===== src/rtl/transition_scan_ctrl_if.sv =====
// Bundled host/counter-side signals of transition_scan_ctrl.
// master = stimulus/counter side, slave = the controller itself.
interface transition_scan_ctrl_if #(
  parameter int W     = 8,
  parameter int nBits = 4
);
  logic             start;
  logic [W-1:0]     data_in;
  logic [nBits-1:0] count_in;
  logic [2:0]       instruction;
  logic             busy;
  logic             done;
  logic [nBits-1:0] result;

  modport master (
    output start, data_in, count_in,
    input  instruction, busy, done, result
  );

  modport slave (
    input  start, data_in, count_in,
    output instruction, busy, done, result
  );
endinterface


===== src/rtl/transition_scan_ctrl.sv =====
// Sequences counterUnit to count 0->1 transitions in a captured word, LSB first.
// Define CIRCULAR_SCAN_EN to also examine the wrap pair data[W-1] -> data[0].
module transition_scan_ctrl #(
  parameter int W     = 8,
  parameter int nBits = 4
) (
  input  logic                 clock,
  input  logic                 reset,
  transition_scan_ctrl_if.slave bus
);
  localparam int IW = $clog2(W) + 1;
`ifdef CIRCULAR_SCAN_EN
  localparam logic [IW-1:0] LAST_IDX = IW'(W);
`else
  localparam logic [IW-1:0] LAST_IDX = IW'(W - 1);
`endif

  typedef enum logic [1:0] {IDLE, LOAD, SCAN, DONE} state_t;

  state_t           r_state;
  state_t           w_state_next;
  logic [W-1:0]     r_data;
  logic [IW-1:0]    r_index;
  logic [nBits-1:0] r_result;
  logic             r_done;
  logic [2:0]       w_instruction;
  logic             w_busy;
  logic [W-1:0]     w_pair_hit;
  logic             w_transition;

  // One detector per adjacent pair; r_index names the upper bit of the pair.
  genvar gi;
  generate
    for (gi = 0; gi < W - 1; gi++) begin : g_pair
      assign w_pair_hit[gi] = (r_index == IW'(gi + 1)) && !r_data[gi] && r_data[gi + 1];
    end
  endgenerate

`ifdef CIRCULAR_SCAN_EN
  assign w_pair_hit[W-1] = (r_index == IW'(W)) && !r_data[W-1] && r_data[0];
`else
  assign w_pair_hit[W-1] = 1'b0;
`endif

  assign w_transition = |w_pair_hit;

  always_ff @(posedge clock or negedge reset) begin
    if (!reset) begin
      r_state <= IDLE;
    end else begin
      r_state <= w_state_next;
    end
  end

  always_comb begin
    w_state_next  = r_state;
    w_instruction = 3'b000;
    w_busy        = 1'b1;
    case (r_state)
      IDLE: begin
        w_busy = 1'b0;
        if (bus.start) begin
          w_state_next = LOAD;
        end
      end
      LOAD: begin
        w_instruction = 3'b100;
        w_state_next  = SCAN;
      end
      SCAN: begin
        w_instruction = w_transition ? 3'b001 : 3'b000;
        if (r_index == LAST_IDX) begin
          w_state_next = DONE;
        end
      end
      DONE: begin
        w_state_next = IDLE;
      end
      default: begin
        w_busy       = 1'b0;
        w_state_next = IDLE;
      end
    endcase
  end

  // The counter has absorbed the last SCAN instruction by the time DONE is seen.
  always_ff @(posedge clock or negedge reset) begin
    if (!reset) begin
      r_data   <= '0;
      r_index  <= '0;
      r_result <= '0;
      r_done   <= 1'b0;
    end else begin
      r_done <= (r_state == DONE);
      case (r_state)
        IDLE: begin
          if (bus.start) begin
            r_data <= bus.data_in;
          end
        end
        LOAD: r_index  <= IW'(1);
        SCAN: r_index  <= r_index + IW'(1);
        DONE: r_result <= bus.count_in;
        default: ;
      endcase
    end
  end

  assign bus.instruction = w_instruction;
  assign bus.busy        = w_busy;
  assign bus.done        = r_done;
  assign bus.result      = r_result;
endmodule


===== src/flat_wrapper.sv =====
// flat-port wrapper written by rule: the top's interface ports become plain ports
module transition_scan_ctrl_flat 
#(
  parameter int W     = 8,
  parameter int nBits = 4
)
  (clock, reset, bus_start, bus_data_in, bus_count_in, bus_instruction, bus_busy, bus_done, bus_result);
  transition_scan_ctrl_if #(.W(W), .nBits(nBits)) bus_i ();
  input  logic clock;
  input  logic reset;
  input wire logic [$bits(bus_i.start)-1:0] bus_start;
  input wire logic [$bits(bus_i.data_in)-1:0] bus_data_in;
  input wire logic [$bits(bus_i.count_in)-1:0] bus_count_in;
  output wire logic [$bits(bus_i.instruction)-1:0] bus_instruction;
  output wire logic [$bits(bus_i.busy)-1:0] bus_busy;
  output wire logic [$bits(bus_i.done)-1:0] bus_done;
  output wire logic [$bits(bus_i.result)-1:0] bus_result;
  assign bus_i.start = bus_start;
  assign bus_i.data_in = bus_data_in;
  assign bus_i.count_in = bus_count_in;
  assign bus_instruction = bus_i.instruction;
  assign bus_busy = bus_i.busy;
  assign bus_done = bus_i.done;
  assign bus_result = bus_i.result;
  transition_scan_ctrl #(.W(W), .nBits(nBits)) u_core (.clock(clock), .reset(reset), .bus(bus_i));
endmodule

===== config.mk =====
export PLATFORM = sky130hd
export DESIGN_NAME = transition_scan_ctrl_flat
export DESIGN_NICKNAME = d
export VERILOG_FILES = /design/src/rtl/transition_scan_ctrl_if.sv /design/src/rtl/transition_scan_ctrl.sv /design/src/flat_wrapper.sv
export SDC_FILE = /design/constraint.sdc
export NUM_CORES = 1
export LEC_CHECK = 0
export CORE_MARGIN = 2
export CORE_UTILIZATION = 45
export CTS_CLUSTER_DIAMETER = 200
export DETAILED_ROUTE_END_ITERATION = 6
export PLACE_DENSITY = 0.74
export SYNTH_ARGS = -nofsm -noshare
export SYNTH_HDL_FRONTEND = slang
export SYNTH_SLANG_ARGS = --single-unit

===== constraint.sdc =====
create_clock -name clock -period 2.4 [get_ports clock]
set_clock_uncertainty 0.1 [all_clocks]
set_input_delay 0.48 -clock clock [delete_from_list [all_inputs] [get_ports clock]]
set_output_delay 0.48 -clock clock [all_outputs]
set_load 0.05 [all_outputs]

==> results.cfg, run 1 <==
; physical design summary
[cells_and_area]
nFillCells = 152
flops = 19
area_growth_pct = 41.5
combAreaFraction = 0.372
lay_top_cells = 19 x clkdlybuf4s50_1, 17 x dfrtp_1, 14 x mux2_2
comb_cells = 49
final-clk-cell-share = 0.0200
drive_gt1_frac = 0.339
combGateArea_um2 = 512

[die]
die_x_um = 50.5
ios = 24
die_area_um2 = 2550
core_area_um2 = 2000
fp-utilization = 0.485

[power]
powerComb_mw = 1.04
power_mw = 1.80
p_leak_nw = 0.587
power-top-group = combinational cells
power.switching_mw = 0.785
pwr.group.clock_mw = 0.161
swShare = 0.435

[place]
gp_congestion = 0.865
dp_hpwl_um = 1400
dpl_worst_slack_ps = 244
place_inst = 128

[clock_network]
postCtsHoldBufs = 0
post_cts_buffers = 2
cts_buffers = 3
clkLatencyLatePin_ps = 290
cts_tree = done
clock_path_buffers = 2

[outcome]
status = complete, but fails checks
violations = setup timing

[logic_synthesis]
ys_sh_adder = 0.116
yosys.area.top_type = dfrtp_1
edf_count = 0
syn_inst = 79
yosys.area_share.xor_xnor = 0
yosys_area_um2 = 971
yosysMostFrequentCell = dfrtp_1
ys_ff = 19
syn-cell-area_um2 = 971
compound_area_frac = 0.0851
yosys_warnings = 0
synthesis.nets = 103

[setup_path]
cp.depth = 6
rr_startpoint = u_core.r_state[0]$_DFFE_PN0P_
slowest_delay_ps = 470
cpMaxStageDelayCell = dfrtp_2
path_cells = inv_4 > ha_4 > nand3b_1 > o21a_1 > a2111oi_4 > clkbuf_16
crit_type = reg2out
worstReg2RegEnd = u_core.r_data[5]$_DFFE_PN0P_
cp-endpoint = bus_instruction[0]
worstPathArrival_ps = 1820

[global_routing]
antenna_found_initial = 0
grt_max_degree = 20
grt_overflow = 0

[routing]
post-route-drc-count = 0
wl_um = 1960
dr.pass1.iters = 4

[final_timing]
post-route-worst-setup-slack_ps = -0.418
fmax_mhz = 417
finalSetupViolations = 1
relSlewSlack = 0.665

[min_path]
holdCritPathClass = in2async
## run 1: per-stage QoR
step	util	area, µm²
after floorplan	-	983
after global placement	0.624	1250
after detailed placement	0.624	1250
after CTS	0.651	1300
after global routing	0.686	1370
final	0.686	1370
## run 1: registers in the layout, indices dropped and copies added (netlist names)
| register | flops |
|---|---|
| u_core.bus.done | 1 |
| u_core.bus.result | 4 |
| u_core.r_index | 4 |
| u_core.r_state | 2 |
| u_core.r_data | 8 |
## run 1: metal layers
metal	part of all wire	routed length (µm)	global-route usage	vias to the layer above
li1	-	-	-	331
met5	0	0	0	-
met4	0.026	52	0.0901	0
met2	0.52	1020	0.287	25
met1	0.40	795	0.215	337
met3	0.050	98	0.0298	4
Run 1, congestion heat map:
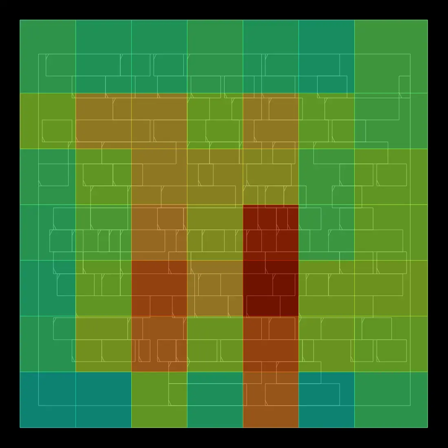
Tot GR Track Use: 0.173
Util after Layout: 0.686

Run 1, the metal 3 layer:
Drawn at 6 px/µm. Cells faint in the background.
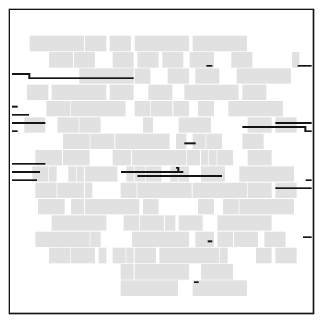
main direction: horizontal
wire length on this layer: 98.4 µm
longest straight run: 17.2 µm
nets with wire on the layer: 18

Run 1, register map, names as in the netlist:
Drawn at 6 px/µm.
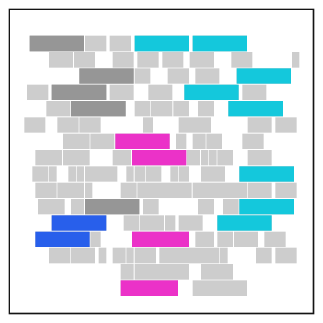
legend:
  u_core.r_index:
    color: magenta
    placed_flops: 4
  u_core.r_data:
    color: cyan
    placed_flops: 8
  u_core.r_state:
    color: blue
    placed_flops: 2
not colored: 5

==> run 1 -> run 2 <==
--- a/config.mk
+++ b/config.mk
@@ -7,7 +7,6 @@
 export LEC_CHECK = 0
 export CORE_MARGIN = 2
 export CORE_UTILIZATION = 45
-export CTS_CLUSTER_DIAMETER = 200
 export DETAILED_ROUTE_END_ITERATION = 6
 export PLACE_DENSITY = 0.74
 export SYNTH_ARGS = -nofsm -noshare
Run 2, the metal 3 layer:
Drawn at 6 px/µm. Cells faint in the background.
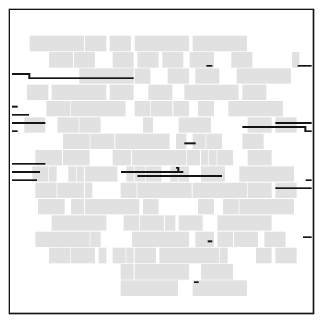
nets with wire on the layer: 18
wire length on this layer: 98.4 µm
longest straight run: 17.2 µm

Run 2, clock network drawn from the DEF:
Drawn at 8 px/µm.
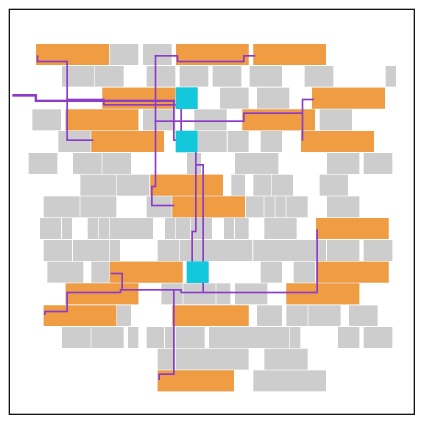
legend:
  clock-net drivers:
    color: cyan
    count: 3
  flip-flops:
    color: orange
    count: 19
  clock wires:
    color: purple
    length: 225 µm
flops lie: spread over the die
routed clock nets: 4

==> run 2 against run 1 <==
Effect of this change:
- the run still ends with setup timing left
- design area did not move
- synthesized area did not move
- clock power barely moved
- worst hold slack did not move
- via count did not move
- sequential cell count did not move
- worst setup slack did not move
- critical path depth did not move
- combinational power barely moved
- synthesized cell count did not move
- first-iteration DRC count did not move
- maximum frequency did not move
- critical path type unchanged
==> results.cfg, run 2 <==
; physical design summary
[outcome]
status = complete, but fails checks
violations = setup timing

[cells_and_area]
utilization = 0.686
lay_top_cells = 19 x clkdlybuf4s50_1, 17 x dfrtp_1, 14 x mux2_2
drive_gt1_frac = 0.339
largest_register_ffs = 8
combAreaFraction = 0.372
combGateArea_um2 = 512
area_growth_pct = 41.5
regMostFlops = u_core.r_data
flops = 19
comb_cells = 49

[power]
power.switching_mw = 0.785

[global_routing]
grt_overflow = 0
grt.busiest_layer = met2
use_met1 = 0.215
grtUsageTotal = 0.173
antenna_found_initial = 0
use_met2 = 0.287
grt_max_degree = 20
met3_usage = 0.0298

[logic_synthesis]
ys_sh_adder = 0.116
edf_count = 0
yosys_area_um2 = 971
yosys.area_share.xor_xnor = 0
yosysMostFrequentCell = dfrtp_1
yosys.area.top_type = dfrtp_1
compound_area_frac = 0.0851
synthesis.nets = 103
ys_ff = 19
yosys_warnings = 0

[setup_path]
cpMaxStageDelayCell = dfrtp_2
worstReg2RegEnd = u_core.r_data[5]$_DFFE_PN0P_
path_cells = inv_4 > ha_4 > nand3b_1 > o21a_1 > a2111oi_4 > clkbuf_16

[final_timing]
post-route-worst-setup-slack_ps = -0.418
relSlewSlack = 0.665
finalSetupViolations = 1
fmax_mhz = 417

[routing]
wl_met3_um = 98
wl_um = 1960
dr.max_layer_used = met4
dr.pass1.iters = 4
wl_met1_um = 795

[die]
ios = 24
fp-utilization = 0.485

[clock_network]
cts_buffers = 3
postCtsHoldBufs = 0
clkLatencyLatePin_ps = 290

[place]
place_inst = 128
gp_congestion = 0.865
place_area_um2 = 1250
run 2: cell counts after synthesis:
No cell type changed its count.
run 2: power by group through the flow:
stage,combinational [mW],sequential (mW),clock [mW]
finish,1.04,0.602,0.161
global route,1.12,0.626,0.180
CTS,0.987,0.590,0.168
detailed placement,0.957,0.597,0
global placement,0.944,0.587,0
floorplan,0.543,0.710,0
run 2: per-stage QoR:
step           total power [mW]  worst slack (ps)
2_1_floorplan              1.25              66.0
3_3_place_gp               1.53               273
3_5_place_dp               1.55               244
4_1_cts                    1.75              6.92
5_1_grt                    1.92             -79.1
6_report                   1.80            -0.418
run 2: what timing repair did:
item | CTS | global route
buffers inserted | 2 | 2
resized | 4 | 14
setup endpoints to repair | 1 | 2
pin swaps | 1 | 3
endpoints found under the hold margin | 0 | 0
No activity file was given, so power comes from the tool's default toggle rates.
